===== src/rtl/popcount19_ternary_acc.sv =====
// popcount19_ternary_acc: signed accumulation of popcount differences with ternary threshold activation.
// Optional saturation of every sum update when POPCNT_ACC_SAT_EN is defined (wraps otherwise).
`default_nettype none

module popcount19_ternary_acc #(
    parameter int ACC_W = 10,
    parameter int TH_HI = 4,
    parameter int TH_LO = -4
) (
    input  logic             clk,
    input  logic             rst_n,
    input  logic             in_valid,
    output logic             in_ready,
    input  logic [4:0]       in_pos,
    input  logic [4:0]       in_neg,
    input  logic             in_last,
    output logic             out_valid,
    input  logic             out_ready,
    output logic [1:0]       out_act,
    output logic [ACC_W-1:0] out_sum
);

    localparam logic [0:0] ST_ACC  = 1'b0;
    localparam logic [0:0] ST_HOLD = 1'b1;

    localparam logic signed [ACC_W-1:0] TH_HI_V = ACC_W'(TH_HI);
    localparam logic signed [ACC_W-1:0] TH_LO_V = ACC_W'(TH_LO);
`ifdef POPCNT_ACC_SAT_EN
    localparam logic [ACC_W-1:0] SAT_MAX = {1'b0, {(ACC_W-1){1'b1}}};
    localparam logic [ACC_W-1:0] SAT_MIN = {1'b1, {(ACC_W-1){1'b0}}};
`endif

    logic [0:0]       state;
    logic [ACC_W-1:0] sum;
    logic [ACC_W:0]   wide;
    logic [ACC_W-1:0] next_sum;
    logic [1:0]       act_next;
    logic             accept;

    // in_ready depends on state alone, so no combinational path from out_ready.
    assign in_ready  = (state == ST_ACC);
    assign out_valid = (state == ST_HOLD);
    assign accept    = in_valid & in_ready;

    assign wide = {sum[ACC_W-1], sum}
                + {{(ACC_W-4){1'b0}}, in_pos}
                - {{(ACC_W-4){1'b0}}, in_neg};

    always_comb begin
        next_sum = wide[ACC_W-1:0];
`ifdef POPCNT_ACC_SAT_EN
        // Top two bits disagree only when the ACC_W+1-bit result is out of range.
        if (wide[ACC_W] != wide[ACC_W-1]) begin
            next_sum = wide[ACC_W] ? SAT_MIN : SAT_MAX;
        end
`endif
    end

    always_comb begin
        act_next = 2'b00;
        if ($signed(next_sum) >= TH_HI_V) begin
            act_next = 2'b01;
        end else if ($signed(next_sum) <= TH_LO_V) begin
            act_next = 2'b11;
        end
    end

    always_ff @(posedge clk) begin
        if (!rst_n) begin
            state   <= ST_ACC;
            sum     <= '0;
            out_act <= 2'b00;
            out_sum <= '0;
        end else begin
            case (state)
                ST_ACC: begin
                    if (accept) begin
                        if (in_last) begin
                            out_sum <= next_sum;
                            out_act <= act_next;
                            sum     <= '0;
                            state   <= ST_HOLD;
                        end else begin
                            sum <= next_sum;
                        end
                    end
                end
                ST_HOLD: begin
                    if (out_ready) begin
                        state <= ST_ACC;
                    end
                end
                default: state <= ST_ACC;
            endcase
        end
    end

endmodule

`default_nettype wire


===== config.mk =====
export PLATFORM = sky130hd
export DESIGN_NAME = popcount19_ternary_acc
export DESIGN_NICKNAME = d
export VERILOG_FILES = /design/src/rtl/popcount19_ternary_acc.sv
export SDC_FILE = /design/constraint.sdc
export NUM_CORES = 1
export LEC_CHECK = 0
export CORE_MARGIN = 2
export CORE_UTILIZATION = 40
export DETAILED_ROUTE_END_ITERATION = 8
export MAX_ROUTING_LAYER = met4
export PLACE_DENSITY = 0.7
export SLEW_MARGIN = 10
export SYNTH_ARGS = -nofsm -noshare
export SYNTH_HDL_FRONTEND = slang
export SYNTH_SLANG_ARGS = --single-unit

===== constraint.sdc =====
create_clock -name clk -period 3.64 [get_ports clk]
set_clock_uncertainty 0.15 [all_clocks]
set_input_delay 0.728 -clock clk [delete_from_list [all_inputs] [get_ports clk]]
set_output_delay 0.728 -clock clk [all_outputs]
set_load 0.02 [all_outputs]

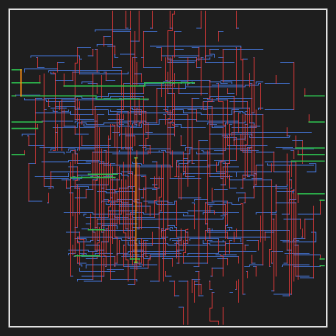
Run 1: signal wires by layer
metal 4: in orange, wire length 27.2 um. metal 1: in blue, wire length 1750 um. metal 3: in green, wire length 136 um. metal 2: in red, wire length 1920 um.

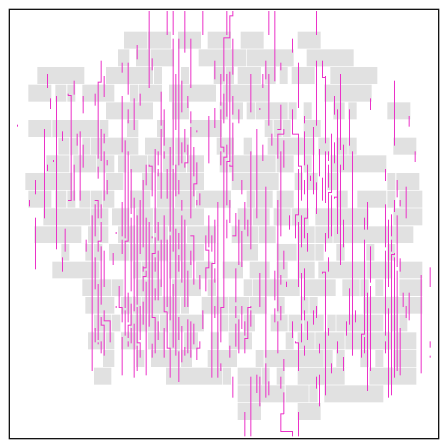
Run 1: signal wires on met2
The longest straight run is 31.3 um. 234 nets have wire on it. The layer carries 1920 um of wire.

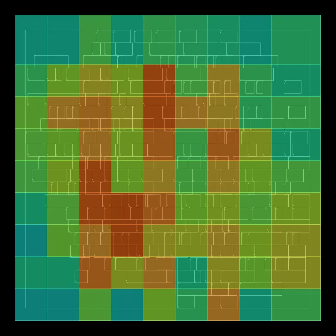
Run 1: track usage over the die
busiest layer in global routing: met2
met3 layer usage reported by global route: 4.09%
met1 Usage GRT: 22.6%
Overall Global Routing Usage: 18.2%

run 1: sequential cells by signal, summed over array words and instances, names as in the netlist:
signal,cells
out_valid,1
out_sum,10
sum,10
out_act,2
run 1: kinds of logic after synthesis:
logic type,count (synthesis),share of synthesized area (%)
flops,23,30.1
simple gates,60,18.6
buf+inv,36,8.84
fa+ha+maj,15,14.7
xor+xnor,7,4.01
compound gates,53,23.7
run 1: critical path, delay by kind of cell:
family | cells | cell delay [ns]
and+or+nand+nor | 2 | 0.76
AOI/OAI and AO/OA | 4 | 0.71
buffers and inverters | 3 | 0.59
adders and majority gates | 2 | 0.81
run 1: metrics by stage:
stage          util (%)  TNS [ns]  area [sq um]
6_report           59.7         0          2180
5_1_grt            59.7    -0.146          2180
4_1_cts            56.0  -0.00355          2050
3_5_place_dp       54.2     -1.50          1990
3_3_place_gp       54.2    -0.900          1990
2_1_floorplan         -         0          1530
run 1: power groups by stage:
stage | combinational (mW) | clock (mW) | sequential (mW)
2_1_floorplan | 0.311 | 0 | 0.318
3_3_place_gp | 0.548 | 0 | 0.302
3_5_place_dp | 0.551 | 0 | 0.302
4_1_cts | 0.575 | 0.161 | 0.297
5_1_grt | 0.731 | 0.174 | 0.299
6_report | 0.674 | 0.156 | 0.296
run 1: cell usage in the layout, fill, tap and decap left out, drive strengths merged, types with 2 or more instances in the layout:
| cell | n |
|---|---|
| nand3 | 5 |
| xnor2 | 3 |
| a21boi | 2 |
| a22oi | 7 |
| a211oi | 5 |
| a21o | 2 |
| nand2b | 2 |
| inv | 29 |
| nor3 | 4 |
| o211ai | 2 |
| fa | 5 |
| nor4b | 2 |
| nand2 | 21 |
| clkdlybuf4s50 | 28 |
| nor2 | 19 |
| o21a | 3 |
| o21ai | 6 |
| dfxtp | 23 |
| ha | 10 |
| a21oi | 19 |
| buf | 21 |
| xor2 | 4 |
| and3 | 2 |
| a2111oi | 2 |
| clkbuf | 3 |
run 1: layout make-up:
type / instances / area share [%]
sequential: 23 / 21.1
clock inverter: 1 / 0.229
inverter: 29 / 4.98
timing repair buffer: 49 / 20.2
clock buffer: 3 / 1.89
tap: 48 / 2.75
multi-input combinational: 135 / 48.9
run 1: layer usage:
| metal | global-route usage, % | vias to the layer above |
|---|---|---|
| met5 | - | - |
| met4 | 2.86 | 0 |
| met3 | 4.09 | 4 |
| met2 | 30.8 | 31 |
| met1 | 22.6 | 696 |
| li1 | - | 753 |
run 1: timing repair:
action | CTS | global route
pin swaps | 3 | 13
gates resized | 4 | 18
endpoints found under the setup margin | 3 | 5
buffers inserted | 0 | 2
run 1: path summary, 6_finish.rpt:
kind	end	slack, ns	startpoint
max	out_act[0]$_SDFFE_PN0P_	0.03	in_pos[2]
min	out_act[1]$_SDFFE_PN0P_	0.30	out_act[1]$_SDFFE_PN0P_
max reg2reg	out_act[0]$_SDFFE_PN0P_	0.59	sum[1]$_SDFFE_PN0P_
min reg2reg	out_act[1]$_SDFFE_PN0P_	0.30	out_act[1]$_SDFFE_PN0P_
==> ds_physical_params.txt, run 1 <==
Characteristics after synthesis and place and route

Parameter                              Value

Logic synthesis
  Number of synthesized flops with an enable pin .................. 0
  Synth Warn # .................. 0
  Netlist Area Pre-Place .................. 1530 sq um
  Share of synthesized registers carrying an async set or reset .................. 0%
  Synthesized area divided by synthesized cell count .................. 7.88 sq um
  Count of cell types in the netlist .................. 37
  Most frequent cell after synthesis .................. inv_1
  Sequential share of the synthesized area .................. 30.1%

Clock network
  CTS H-Tree Depth .................. 1
  Clock slew at reported path FFs .................. 0.08 ns
  TritonCTS Sinks .................. 23

Placement
  Post-Place Setup Slack .................. -0.326 ns
  Post-detail-place hpwl .................. 2760 um
  Final weighted congestion of routability-driven global placement .................. 0.817
  Placed Cells incl. Taps .................. 282

Timing
  Final setup violation count .................. 0
  Count of endpoints failing hold in the final timing report .................. 0
  Share of the cycle needed by the critical path after routing .................. 99.2%
  Crit path time final .................. 3.61 ns
  Highest achievable clock rate .................. 277 MHz
  Hold_ws .................. 0.305 ns

Power and ir drop
  Part of the power in registers .................. 26.3%
  Worst ir drop on vdd .................. 326 uV
  Comb power frac .................. 59.8%
  Clock network fraction of total power .................. 13.9%
  Switching power .................. 0.443 mW
  Total power density per cell area .................. 516 nW/um^2

GRT
  Wire length of the first global-routing pass .................. 6040 um
  Vias in the first global route .................. 1385
  Sum of overflow across all layers after global routing .................. 0

Detailed routing
  Via count of the routed design .................. 1484
  Tally of nets with antenna violations remaining after routing .................. 0
  Post-DR wirelength/cell .................. 13.3 um
  Initial detailed-routing violation count .................. 79
  Metal1 wirelength .................. 1750 um

Critical path
  Worst EP required .................. 3.62 ns
  CP Capture Type .................. flip-flop
  Number of cells on the worst reg-to-reg path .................. 10
  Arrival time reported for the critical path endpoint .................. 3.59 ns
  Chain of cells forming the critical path .................. clkdlybuf4s50_1, inv_1, fa_1, inv_1, ha_4, o211ai_1, o2111a_1, a221oi_2, or3b_4, nor4b_4, o41ai_1

Layout
  Fillers .................. 341
  Share of final-layout standard cells stronger than drive strength 1 .................. 18.8%
  Antenna diode count .................. 0
  Total area of sequential cells .................. 460 sq um

Status
  Result of the run .................. finished, final reports clean

Die
  DIE AREA .................. 4330 sq um
  Die span in x .................. 65.8 um
  CORE AREA .................. 3660 sq um

Run
  Count of max-cap constraint violations .................. 0
==> run 2, diff against run 1 <==
--- a/config.mk
+++ b/config.mk
@@ -8,8 +8,9 @@
 export CORE_MARGIN = 2
 export CORE_UTILIZATION = 40
 export DETAILED_ROUTE_END_ITERATION = 8
+export GPL_ROUTABILITY_DRIVEN = 0
 export MAX_ROUTING_LAYER = met4
-export PLACE_DENSITY = 0.7
+export PLACE_DENSITY = 0.66
 export SLEW_MARGIN = 10
 export SYNTH_ARGS = -nofsm -noshare
 export SYNTH_HDL_FRONTEND = slang
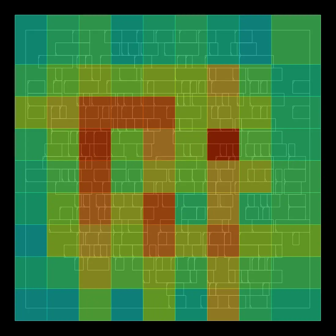
Run 2: track usage over the die
post-DR wirelength/cell: 12.6 um
fraction of met2 tracks used by global routing: 28.0%
final core area utilization: 57.8%
Overall Global Routing Usage: 17.3%
met1 Usage GRT: 23.1%

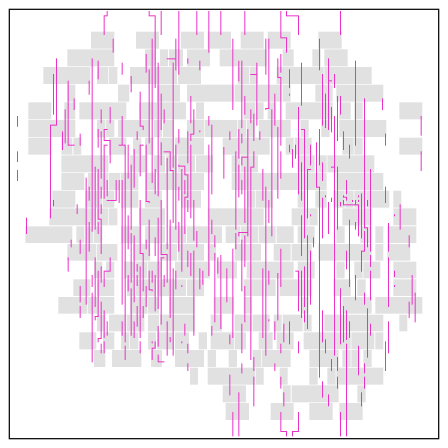
Run 2: signal wires on met2
final wirelength: 3600 um
via count of the routed design: 1460

==> ds_physical_params.txt, run 2 <==
Characteristics after synthesis and place and route

Parameter                              Value

Die
  Die span in x .................. 65.8 um
  CORE AREA .................. 3660 sq um

Status
  Result of the run .................. finished, final reports clean

Logic synthesis
  Aoi/oai-family share of the synthesized area .................. 23.7%
  Largest logic family .................. AND-OR/OR-AND gates
  Number of synthesized flops with an enable pin .................. 0
  Synth Area in Adders .................. 14.7%
  Parity-gate share of the synthesized area counting xor and xnor cells .................. 4.01%
  Netlist Area Pre-Place .................. 1530 sq um
  Share of synthesized registers carrying an async set or reset .................. 0%
  Most frequent cell after synthesis .................. inv_1
  Synth Warn # .................. 0
  Synthesized area divided by synthesized cell count .................. 7.88 sq um

Clock network
  CTS H-Tree Depth .................. 1
  TritonCTS Sinks .................. 23

Critical path
  Worst EP required .................. 3.62 ns
  Startpoint of the worst setup timing path .................. in_pos[1]
  Last element of the critical path .................. out_act[0]$_SDFFE_PN0P_
  RR Startpoint .................. sum[1]$_SDFFE_PN0P_
  CP Capture Type .................. flip-flop

Power and ir drop
  Total power density per cell area .................. 509 nW/um^2
  Part of the power in registers .................. 27.6%

Timing
  Count of endpoints failing hold in the final timing report .................. 0

Run
  Count of max-cap constraint violations .................. 0

Layout
  Largest registers .................. out_sum: 10 flops, sum: 10 flops, out_act: 2 flops
  Antenna diode count .................. 0

Detailed routing
  Tally of nets with antenna violations remaining after routing .................. 0

GRT
  Vias in the first global route .................. 1300
  Busiest layer in global routing .................. met2

Placement
  Post-Place Setup Slack .................. -0.286 ns
  Post-detail-place hpwl .................. 2730 um
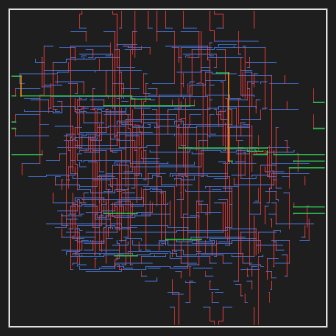
Run 2: signal wires by layer
metal 3: in green, wire length 145 um. metal 2: in red, wire length 1740 um. metal 4: in orange, wire length 22.4 um. metal 1: in blue, wire length 1680 um.

[run 2: cell counts after synthesis]
No cell type changed its count.
[run 2: metrics by stage]
| stage | hold WS, ns | instances | power, mW | area, sq um |
|---|---|---|---|---|
| global placement | 0.295 | 281 | 0.847 | 1980 |
| floorplan | 0.307 | 194 | 0.629 | 1530 |
| global route | 0.321 | 286 | 1.15 | 2110 |
| finish | 0.306 | 286 | 1.08 | 2110 |
| CTS | 0.310 | 285 | 1.01 | 2040 |
| detailed placement | 0.299 | 281 | 0.847 | 1980 |
[run 2: kinds of logic after synthesis]
logic type      Yosys count
flops                    23
fa+ha+maj                15
simple gates             60
compound gates           53
buf+inv                  36
xor+xnor                  7
[run 2: final cells by class]
type                            instances  area [sq um]
Clock buffer                            3          41.3
Clock inverter                          1          5.00
Fill cell                             358          1550
Inverter                               29           109
Multi-Input combinational cell        135          1010
Sequential cell                        23           460
Tap cell                               48          60.1
Timing Repair Buffer                   47           427
[run 2: repair_timing]
action	CTS	global route
hold buffers	0	0
resized	3	13
setup endpoints to repair	2	5
setup buffers	0	1
pin swaps	0	9
[run 2: layer usage]
metal / vias to the layer above / wire, um
li1: 750 / -
met1: 676 / 1680
met2: 30 / 1740
met3: 4 / 144
met4: 0 / 22
met5: - / 0
[run 2: worst max-delay path, delay by kind of cell]
family | cells | cell delay [ns]
adder cells (fa/ha/maj) | 2 | 0.82
XOR/XNOR | 1 | 0.15
AND/OR/NAND/NOR | 2 | 0.75
AND-OR/OR-AND | 3 | 0.53
buffers and inverters | 3 | 0.54
[run 2: power groups by stage]
stage	registers [mW]	clock network, mW	logic (mW)
floorplan	0.318	0	0.311
global placement	0.303	0	0.544
detailed placement	0.303	0	0.544
CTS	0.297	0.156	0.560
global route	0.300	0.172	0.682
finish	0.297	0.151	0.628
[run 2: worst min path at each step]
stage                                  from                       to  slack [ns]
floorplan               sum[8]$_SDFFE_PN0P_      sum[8]$_SDFFE_PN0P_        0.31
global placement    out_act[1]$_SDFFE_PN0P_  out_act[1]$_SDFFE_PN0P_        0.30
detailed placement  out_sum[2]$_SDFFE_PN0P_  out_sum[2]$_SDFFE_PN0P_        0.30
CTS                 out_sum[2]$_SDFFE_PN0P_  out_sum[2]$_SDFFE_PN0P_        0.31
global route        out_sum[2]$_SDFFE_PN0P_  out_sum[2]$_SDFFE_PN0P_        0.32
finish              out_sum[2]$_SDFFE_PN0P_  out_sum[2]$_SDFFE_PN0P_        0.31
==> run 3, diff against run 2 <==
--- a/config.mk
+++ b/config.mk
@@ -5,12 +5,12 @@
 export SDC_FILE = /design/constraint.sdc
 export NUM_CORES = 1
 export LEC_CHECK = 0
+export CORE_ASPECT_RATIO = 0.6
 export CORE_MARGIN = 2
 export CORE_UTILIZATION = 40
 export DETAILED_ROUTE_END_ITERATION = 8
 export GPL_ROUTABILITY_DRIVEN = 0
 export MAX_ROUTING_LAYER = met4
-export PLACE_DENSITY = 0.66
 export SLEW_MARGIN = 10
 export SYNTH_ARGS = -nofsm -noshare
 export SYNTH_HDL_FRONTEND = slang
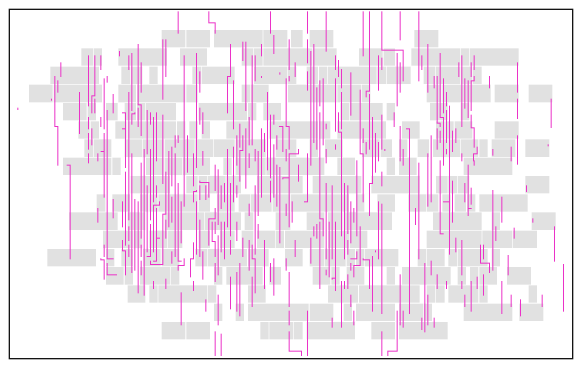
Run 3: signal wires on met2
The layer carries 1770 um of wire. The wires run mostly vertical. The longest straight run is 27.5 um.
via count of the routed design: 1483
fraction of met2 tracks used by global routing: 28.8%
final wirelength: 3890 um

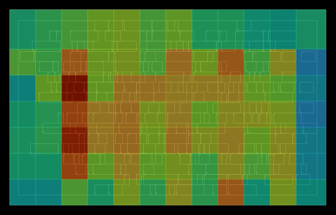
Run 3: track usage over the die
final core area utilization: 59.8%
post-DR wirelength/cell: 13.6 um

==> ds_physical_params.txt, run 3 <==
Characteristics after synthesis and place and route

Parameter                              Value

Die
  Die span in x .................. 83.8 um
  CORE AREA .................. 3660 sq um

Placement
  Post-Place Setup Slack .................. -0.326 ns
  Post-detail-place hpwl .................. 2910 um

GRT
  Wire length of the first global-routing pass .................. 6420 um
  Sum of overflow across all layers after global routing .................. 0
  Vias in the first global route .................. 1391

Logic synthesis
  Area fraction in and, or, nand and nor cells after synthesis .................. 18.6%
  Number of synthesized flops with an enable pin .................. 0
  Most frequent cell after synthesis .................. inv_1
  MUX share of area .................. 0%
  Synthesized area divided by synthesized cell count .................. 7.88 sq um

Critical path
  Worst EP required .................. 3.62 ns
  Arrival time reported for the critical path endpoint .................. 3.54 ns
  CP Capture Type .................. flip-flop
  RR Startpoint .................. sum[1]$_SDFFE_PN0P_

Timing
  Share of the cycle needed by the critical path after routing .................. 98.0%
  Crit path time final .................. 3.57 ns

Run
  Count of max-cap constraint violations .................. 0

Hold path
  WHS Endpoint .................. out_act[1]$_SDFFE_PN0P_

Status
  Result of the run .................. finished, final reports clean

Layout
  Largest registers .................. out_sum: 10 flops, sum: 10 flops, out_act: 2 flops
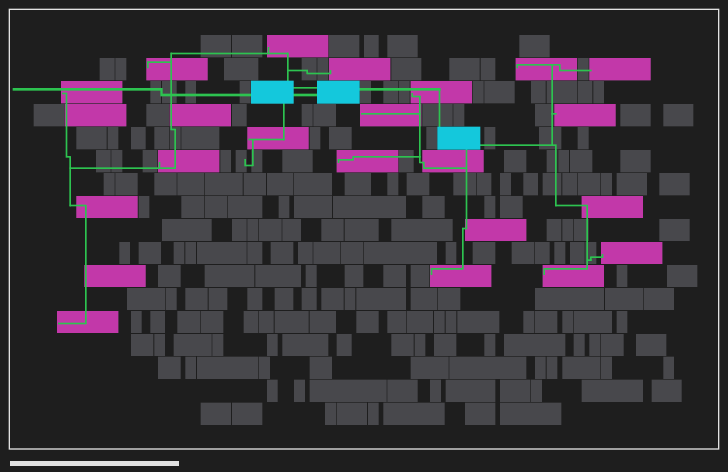
Run 3: clock network drawn from the DEF
Scale bar: 20 um.
clock drivers: in cyan, count 3. flip-flops: in magenta, count 23. clock wires: in green, length 281 um.
There are 4 routed clock nets.
power consumed by the clock network: 0.158 mW
clock network fraction of total power: 13.8%
insertion delay at the late pin of the worst-skew pair: 0.26 ns

[run 3: cell types whose count changed in the layout (fill, tap and decap cells not counted), sizes merged]
cell,previous run,this run
buf,19,20
clkbuf,3,4
clkinv,1,0
[run 3: kinds of logic after synthesis]
| kind of cell | after synthesis |
|---|---|
| adders and majority gates | 15 |
| DFF | 23 |
| buffers and inverters | 36 |
| AOI/OAI and AO/OA | 53 |
| and+or+nand+nor | 60 |
| xor gates and xnor gates | 7 |
[run 3: worst max-delay path, cell delays in order]
cell	delay (ns)
clkdlybuf4s50_1	0.45
inv_1	0.05
fa_1	0.52
inv_1	0.04
ha_1	0.32
o211ai_1	0.17
buf_4	0.17
o2111a_1	0.21
a221oi_2	0.06
or3b_4	0.45
nor4b_4	0.29
o41ai_1	0.09
[run 3: stage by stage]
stage / util [%] / cell area (sq um) / hold WS (ns) / power [mW] / cells
floorplan: - / 1530 / 0.307 / 0.629 / 194
global placement: 54.2 / 1980 / 0.294 / 0.854 / 281
CTS: 56.5 / 2070 / 0.305 / 1.05 / 286
global route: 59.8 / 2190 / 0.324 / 1.22 / 286
detailed placement: 54.2 / 1980 / 0.295 / 0.860 / 281
finish: 59.8 / 2190 / 0.303 / 1.15 / 286
[run 3: final cells by class]
type                       instances  area share [%]
timing repair buffer              48            19.7
clock buffer                       4            2.06
inverter                          29            4.97
multi-input combinational        135            49.6
sequential                        23            21.0
tap                               47            2.69
[run 3: power by group]
group / total (mW) / internal [mW] / switching (mW)
Clock: 0.158 / 0.0780 / 0.0799
Combinational: 0.693 / 0.333 / 0.360
Sequential: 0.295 / 0.279 / 0.0160
Total: 1.15 / 0.691 / 0.456
[run 3: per-layer routing]
layer	vias to the layer above	part of all wire, %	GRT usage (%)
met2	25	45	28.8
li1	749	-	-
met3	2	3.9	4.60
met5	-	0	-
met4	0	0.44	1.88
met1	707	50	26.6
[run 3: how the worst max path moves through the flow]
stage	startpoint	to	slack (ns)	depth (start not counted)
finish	in_pos[3]	out_act[0]$_SDFFE_PN0P_	0.07	12
global placement	in_pos[4]	out_act[0]$_SDFFE_PN0P_	-0.35	11
detailed placement	in_pos[1]	out_act[1]$_SDFFE_PN0P_	-0.33	11
global route	in_pos[3]	out_act[0]$_SDFFE_PN0P_	-0.02	12
floorplan	in_pos[1]	out_act[0]$_SDFFE_PN0P_	0.26	10
CTS	in_pos[1]	out_act[1]$_SDFFE_PN0P_	0.002	11
[run 3: repair_timing]
action                     CTS  global route
setup endpoints to repair    2             6
pin swaps                    4            13
buffers inserted             1             0
resized                      5            25
hold buffers                 0             0
No activity file was given, so power comes from the tool's default toggle rates.
